**config.mk**
```make
export PLATFORM = sky130hd
export DESIGN_NAME = pipe_ctrl
export DESIGN_NICKNAME = d
export VERILOG_FILES = /design/src/rtl/pipe_ctrl_pkg.sv /design/src/rtl/pipe_ctrl_mdu_seq.sv /design/src/rtl/pipe_ctrl.sv
export SDC_FILE = /design/constraint.sdc
export NUM_CORES = 1
export LEC_CHECK = 0
export ABC_AREA = 1
export CAP_MARGIN = 20
export CORE_ASPECT_RATIO = 1.4
export CORE_MARGIN = 2
export CORE_UTILIZATION = 23
export DETAILED_ROUTE_END_ITERATION = 8
export PLACE_DENSITY_LB_ADDON = 0.2
export SETUP_SLACK_MARGIN = 0.1
export SYNTH_ARGS = -nofsm -noshare
export SYNTH_HDL_FRONTEND = slang
export SYNTH_SLANG_ARGS = --single-unit
```
**constraint.sdc**
```tcl
create_clock -name clk -period 1.9 [get_ports clk]
set_input_delay 0.57 -clock clk [delete_from_list [all_inputs] [get_ports clk]]
set_output_delay 0.57 -clock clk [all_outputs]
set_load 0.005 [all_outputs]
```
**src/rtl/pipe_ctrl_pkg.sv**
```systemverilog
// Shared encodings and widths for the pipeline stall/flush scheduler.
package pipe_ctrl_pkg;

   localparam logic [1:0] PCSRC_SEQ = 2'b00;
   localparam logic [1:0] PCSRC_BR  = 2'b01;
   localparam logic [1:0] PCSRC_J   = 2'b10;
   localparam logic [1:0] PCSRC_JR  = 2'b11;

   typedef enum logic {
      M_IDLE = 1'b0,
      M_BUSY = 1'b1
   } mdu_state_t;

   localparam int MDU_CNT_W  = 6;
   localparam int WAIT_CNT_W = 8;

endpackage

```
**src/rtl/pipe_ctrl_mdu_seq.sv**
```systemverilog
// MDU sequencer: start pulse, countdown of the operation latency, busy/done decodes.
module mdu_seq
   import pipe_ctrl_pkg::*;
#(
   parameter int MUL_CYCLES = 4,
   parameter int DIV_CYCLES = 32
) (
   input  logic clk,
   input  logic reset,
   input  logic i_start,
   input  logic i_is_div,
   output logic o_start,
   output logic o_busy,
   output logic o_done,
   output logic o_state
);

   localparam logic [MDU_CNT_W-1:0] MUL_LOAD = MDU_CNT_W'(MUL_CYCLES - 1);
   localparam logic [MDU_CNT_W-1:0] DIV_LOAD = MDU_CNT_W'(DIV_CYCLES - 1);

   mdu_state_t             r_state;
   mdu_state_t             w_next_state;
   logic [MDU_CNT_W-1:0]   r_cnt;
   logic [MDU_CNT_W-1:0]   w_next_cnt;

   always_ff @(posedge clk) begin
      if (reset) begin
         r_state <= M_IDLE;
         r_cnt   <= '0;
      end else begin
         r_state <= w_next_state;
         r_cnt   <= w_next_cnt;
      end
   end

   always_comb begin
      w_next_state = r_state;
      w_next_cnt   = r_cnt;
      case (r_state)
         M_IDLE: begin
            if (i_start) begin
               w_next_state = M_BUSY;
               w_next_cnt   = i_is_div ? DIV_LOAD : MUL_LOAD;
            end
         end
         M_BUSY: begin
            // The count keeps running through memory freezes.
            if (r_cnt == '0) w_next_state = M_IDLE;
            else             w_next_cnt   = r_cnt - 1'b1;
         end
         default: w_next_state = M_IDLE;
      endcase
   end

   always_comb begin
      o_start = !reset && (r_state == M_IDLE) && i_start;
      o_busy  = !reset && (r_state == M_BUSY);
      o_done  = !reset && (r_state == M_BUSY) && (r_cnt == '0);
      o_state = r_state;
   end

endmodule

```
**src/rtl/pipe_ctrl.sv**
```systemverilog
// Per-stage enables/flushes from load-use stall, control transfers, MDU and data-memory waits.
module pipe_ctrl
   import pipe_ctrl_pkg::*;
#(
   parameter int MUL_CYCLES  = 4,
   parameter int DIV_CYCLES  = 32,
   parameter int MEM_TIMEOUT = 255
) (
   input  logic       clk,
   input  logic       reset,
   input  logic       Stall,
   input  logic [1:0] ID_PCSrc,
   input  logic       ID_MduUse,
   input  logic       EX_MduStart,
   input  logic       EX_MduIsDiv,
   input  logic       MEM_Req,
   input  logic       MEM_Ready,
   output logic       PC_En,
   output logic       IFID_En,
   output logic       IDEX_En,
   output logic       EXMEM_En,
   output logic       IFID_Flush,
   output logic       IDEX_Flush,
   output logic       MEMWB_Flush,
   output logic       Mdu_Start,
   output logic       Mdu_Busy,
   output logic       Mdu_Done,
   output logic       Mem_Timeout,
   output logic       o_dbg_mdu_state
);

   localparam logic [WAIT_CNT_W-1:0] TIMEOUT_VAL = WAIT_CNT_W'(MEM_TIMEOUT);

   logic                  w_freeze;
   logic                  w_mdu_hazard;
   logic                  w_mdu_req;
   logic [WAIT_CNT_W-1:0] r_wait_cnt;
   logic [WAIT_CNT_W-1:0] w_wait_next;
   logic                  r_timeout;

   assign w_freeze     = MEM_Req && !MEM_Ready;
   assign w_mdu_hazard = ID_MduUse && (Mdu_Busy || EX_MduStart);
   assign w_mdu_req    = EX_MduStart && EXMEM_En;

   mdu_seq #(
      .MUL_CYCLES (MUL_CYCLES),
      .DIV_CYCLES (DIV_CYCLES)
   ) u_mdu_seq (
      .clk      (clk),
      .reset    (reset),
      .i_start  (w_mdu_req),
      .i_is_div (EX_MduIsDiv),
      .o_start  (Mdu_Start),
      .o_busy   (Mdu_Busy),
      .o_done   (Mdu_Done),
      .o_state  (o_dbg_mdu_state)
   );

   // Freeze outranks stalls so a frozen EX instruction is never bubbled.
   always_comb begin
      PC_En       = 1'b1;
      IFID_En     = 1'b1;
      IDEX_En     = 1'b1;
      EXMEM_En    = 1'b1;
      IFID_Flush  = 1'b0;
      IDEX_Flush  = 1'b0;
      MEMWB_Flush = 1'b0;
      if (reset) begin
         PC_En       = 1'b0;
         IFID_En     = 1'b0;
         IDEX_En     = 1'b0;
         EXMEM_En    = 1'b0;
         IFID_Flush  = 1'b1;
         IDEX_Flush  = 1'b1;
         MEMWB_Flush = 1'b1;
      end else if (w_freeze) begin
         PC_En       = 1'b0;
         IFID_En     = 1'b0;
         IDEX_En     = 1'b0;
         EXMEM_En    = 1'b0;
         MEMWB_Flush = 1'b1;
      end else if (w_mdu_hazard || Stall) begin
         PC_En      = 1'b0;
         IFID_En    = 1'b0;
         IDEX_Flush = 1'b1;
      end else if (ID_PCSrc != PCSRC_SEQ) begin
         IFID_Flush = 1'b1;
      end
   end

   assign w_wait_next = !w_freeze ? '0 :
                        (r_wait_cnt == TIMEOUT_VAL) ? r_wait_cnt : r_wait_cnt + 1'b1;

   always_ff @(posedge clk) begin
      if (reset) begin
         r_wait_cnt <= '0;
         r_timeout  <= 1'b0;
      end else begin
         r_wait_cnt <= w_wait_next;
         if (w_freeze && (w_wait_next == TIMEOUT_VAL)) r_timeout <= 1'b1;
      end
   end

   assign Mem_Timeout = r_timeout;

endmodule

```
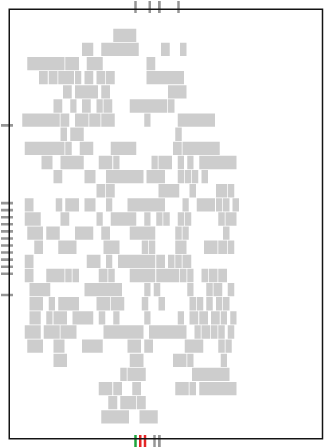
*Pin map, run 1*
Pins as bars across the die edge, other pins in gray.
Key: green = reset [pins 1, direction input, edge bottom]; red = ID_PCSrc [pins 2, direction input, edge bottom]

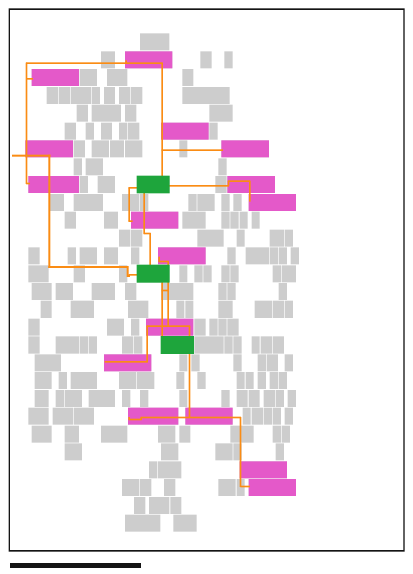
*Clock wires, drivers and flops, run 1*
Scale bar: 20 um.
Key: green = clock-net drivers [count 3]; orange = clock wires [length 238 um]; magenta = flip-flops [count 16]
There are 4 routed clock nets.

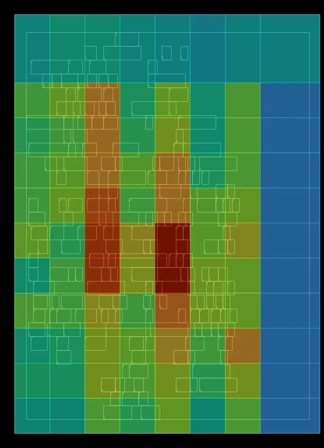
*Routing congestion map, run 1*
Post-Route Utilization: 34.8%
GRT busiest layer: met2
met1 track demand over resource in global routing: 12.3%
met3 routing resource usage after global routing: 1.87%
wire per inst: 10.2 um

==> git commit body, run 1 <==
Refresh implementation metrics

- In the final run the clock tree shows a worst skew of around 0.0016 ns.
- Maximum count of clock buffers along a single path: 2
- In the power breakdown, the biggest contributor is registers.
- The final reports fail on setup timing.
* Synthesized chip area reported by yosys: between 1000 and 1500 um^2
* Crit-path cells: buf_8 > nor2_4 > or2_1 > a21oi_2 > buf_4 > o21ai_2 > o21ai_1 > buf_2
* Critical path capture point: IFID_Flush
- Gr usage total: 12.0%
* GR Util met2: 22.7%
* Cell family contributing the most delay on the critical path: buffers and inverters
* ANT cells: 0
* Count of max-cap constraint violations: 0
* Floorplan net count: between 150 and 200
- Clock tree buffers and inverters occupy 3.73% of the routed design's cell area.
* Uppermost routed layer: met4
- Counting buffers and inverters, the worst setup path is 8 cells deep.
* Top cells by area, synth: dfxtp_1, nand2_1, inv_1
* Number of clock sinks: 16
* Design Power: just under 900 uW
- Clock buffers in the final layout number 4.
- Total via count in the routed design: approximately 1.1k
- The layout has 26 inverters outside the clock class.
- Setup crit start kind: input pin
- The initial antenna violation count is 0.
* Flip-flop count of the largest register after layout: 8
* Dpl hpwl: about 2100 um
- The finished cells cover 1480 um^2.
* Class of the most critical setup path: input pin to output port
- From the final report, the count of setup violators was given as 4.
* DRC violations left: 0
- Yosys mapped a number of flops with a built-in enable equal to 0.
* Beginning of the critical path: reset
- Summing the sequential cell areas from Yosys gives between 30% and 40% of the chip area.
- Among all cell types in the netlist, the one instantiated most often is nand2_1.
- Met1 Routed Length: around 970 um
* Number of non-clock buffers in the layout: approximately 43
- From left edge to right edge, the die measures between 50 and 60 um.
* Arrival time at the worst endpoint: around 1.4 ns
- Buffers outside the clock tree occupy a little under a quarter of the routed design's cell area.
- Buffers & Inverters on Critical Path: 3
- Post-Syn Instances: about 150
* Number of logged tool warnings: 30
* Most numerous cell types in the synthesized netlist: nand2_1, inv_1, nor2_1, dfxtp_1, nand3_1
- Worst hold margin: around 0.45 ns
* Final worst setup slack: -0.108 ns
* Sw power: about 240 uW
- Via-to-Cell Ratio: 4.16
- The run finished, with violations left.
- Number of logic gates: approximately 110
- The longest incremental delay of any stage on the critical path is reported as about 0.23 ns.
* Area of the mapped netlist: ~1000 um^2
- Final Instance Count excl. Fillers: around 260
* RR Startpoint: r_wait_cnt[1]
* Clk power: about 300 uW
## Run 2: what changed since run 1
--- a/config.mk
+++ b/config.mk
@@ -10,6 +10,7 @@
 export CORE_ASPECT_RATIO = 1.4
 export CORE_MARGIN = 2
 export CORE_UTILIZATION = 23
+export CTS_CLUSTER_SIZE = 16
 export DETAILED_ROUTE_END_ITERATION = 8
 export PLACE_DENSITY_LB_ADDON = 0.2
 export SETUP_SLACK_MARGIN = 0.1
==> constraint.sdc (replaced) <==
create_clock -name clk -period 1.75 [get_ports clk]
set_input_delay 0.525 -clock clk [delete_from_list [all_inputs] [get_ports clk]]
set_output_delay 0.525 -clock clk [all_outputs]
set_load 0.005 [all_outputs]
==> run 2 against run 1 <==
- the run still ends with setup timing left
- via count rose by 4.0%
- hold slack is essentially flat
- final cell count grew 1.6%
==> git commit body, run 2 <==
Refresh implementation metrics

* Area share of the largest cell type after synthesis: a little under a third
- The checks that failed: setup timing.
* Met3 routing resource usage after global routing: 2.18% (+0.31 points)
- Buffers & Inverters on Critical Path: 3 (unchanged)
* Design Power: 999 uW (+12%)
- Beginning of the critical path: u_mdu_seq.o_state
- Top cells by area, synth: dfxtp_1, nand2_1, inv_1
* Clk latency late pin: 0.25 ns
- The arrival time of the worst setup path is 1.47 ns (+0.03 ns).
- Dpl hpwl: 2120 um (+0.58%)
* Leading cell type by number of instances after synthesis: nand2_1
- Via count of the first global-routing pass: ~1.0k
- Following the worst setup path forward leads to its endpoint at IFID_Flush.
* Synthesized chip area reported by yosys: 1010 um^2 (unchanged)
- The number of logic gates came to 108 (unchanged).
- STA lists the startpoint of the worst register-to-register path as r_wait_cnt[0].
- ANT cells: 0 (unchanged)
* GRT busiest layer: met2
- The met1 track utilization from global routing came to 11.9% (-0.34 points).
* Register fraction of the total cell area: a little over a fifth
* Clock buffer cells: 4 (unchanged)
- Clk power: 333 uW (+11%)
* Complex-gate fraction of the synthesized area: between 10% and 20%
- The instance count on the critical path was 8 (unchanged).
* Class of the most critical setup path: register to output port
- The total standard cell area after synthesis came to 1010 um^2 (unchanged).
- Run status: finished, violations left
* Floorplan net count: 167 (unchanged)
- Well Taps: approximately 60
- The worst-case hold slack was 0.451 ns (-0.000373 ns).
* Flip-flop count of the largest register after layout: 8 (unchanged)
* Number of enable-type register cells in the synthesized netlist: 0 (unchanged)
- Antenna violations before repair: 0 (unchanged)
- The overall via count from detail_route is 1111 (+4.0%).
- The die width was 60.0 um (unchanged).
- Among all flip-flop cells after synthesis, the most frequent one is dfxtp_1.
* Uppermost routed layer: met4
* Met1 Routed Length: 966 um (-0.82%)
* Setup crit start kind: register
* Leakage power: slightly above 0.7 nW
- The number of remaining DRC errors came to 0 (unchanged).
* Cell family contributing the most delay on the critical path: buffers and inverters
- Non-clock inverter count in the final layout: 26 (unchanged)
- Via-to-Cell Ratio: 4.26 (+2.4%)
* GR Util met2: 24.3% (+1.6 points)
- Stage delay of the slowest cell on the critical path: 0.32 ns (+0.09 ns)
* Share of the yosys chip area belonging to registers: 31.7% (unchanged)
* Clock network area share: 3.54% (-0.19 points)
- The portion of the layout cell area used by non-clock buffers came to 25.2% (+2.2 points).
* Count of max-cap constraint violations: 0 (unchanged)
* Final worst setup slack: -0.243 ns (-0.135 ns)
* Number of logged tool warnings: 30 (unchanged)
* Most numerous cell types in the synthesized netlist: nand2_1, inv_1, nor2_1, dfxtp_1, nand3_1
- The number of standard cells in the layout, taps in and fillers out came to 261 (+1.6%).
- The number of setup violations in the final report is 5 (+1).
- Sw power: 273 uW (+14%)
* Post-Syn Instances: 154 (unchanged)
- The biggest slice of the total power is consumed by registers.
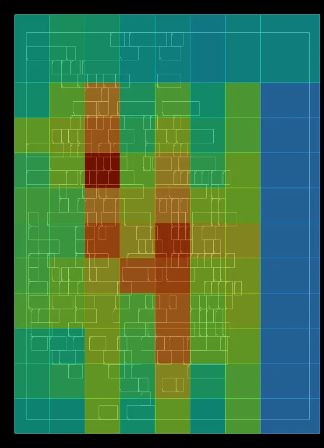
*Routing congestion map, run 2*
gr usage total: 12.0%
Post-Route Utilization: 36.7%
wire per inst: 10.2 um

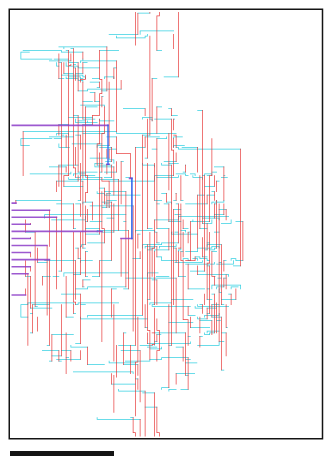
*Metal layers overlaid, run 2*
Scale bar: 20 um.
Key: blue = M4 [wire length 19.0 um]; red = M2 [wire length 1580 um]; cyan = M1 [wire length 967 um]; purple = M3 [wire length 87.6 um]

Power figures rest on the tool's default switching activity, not on a simulated workload.
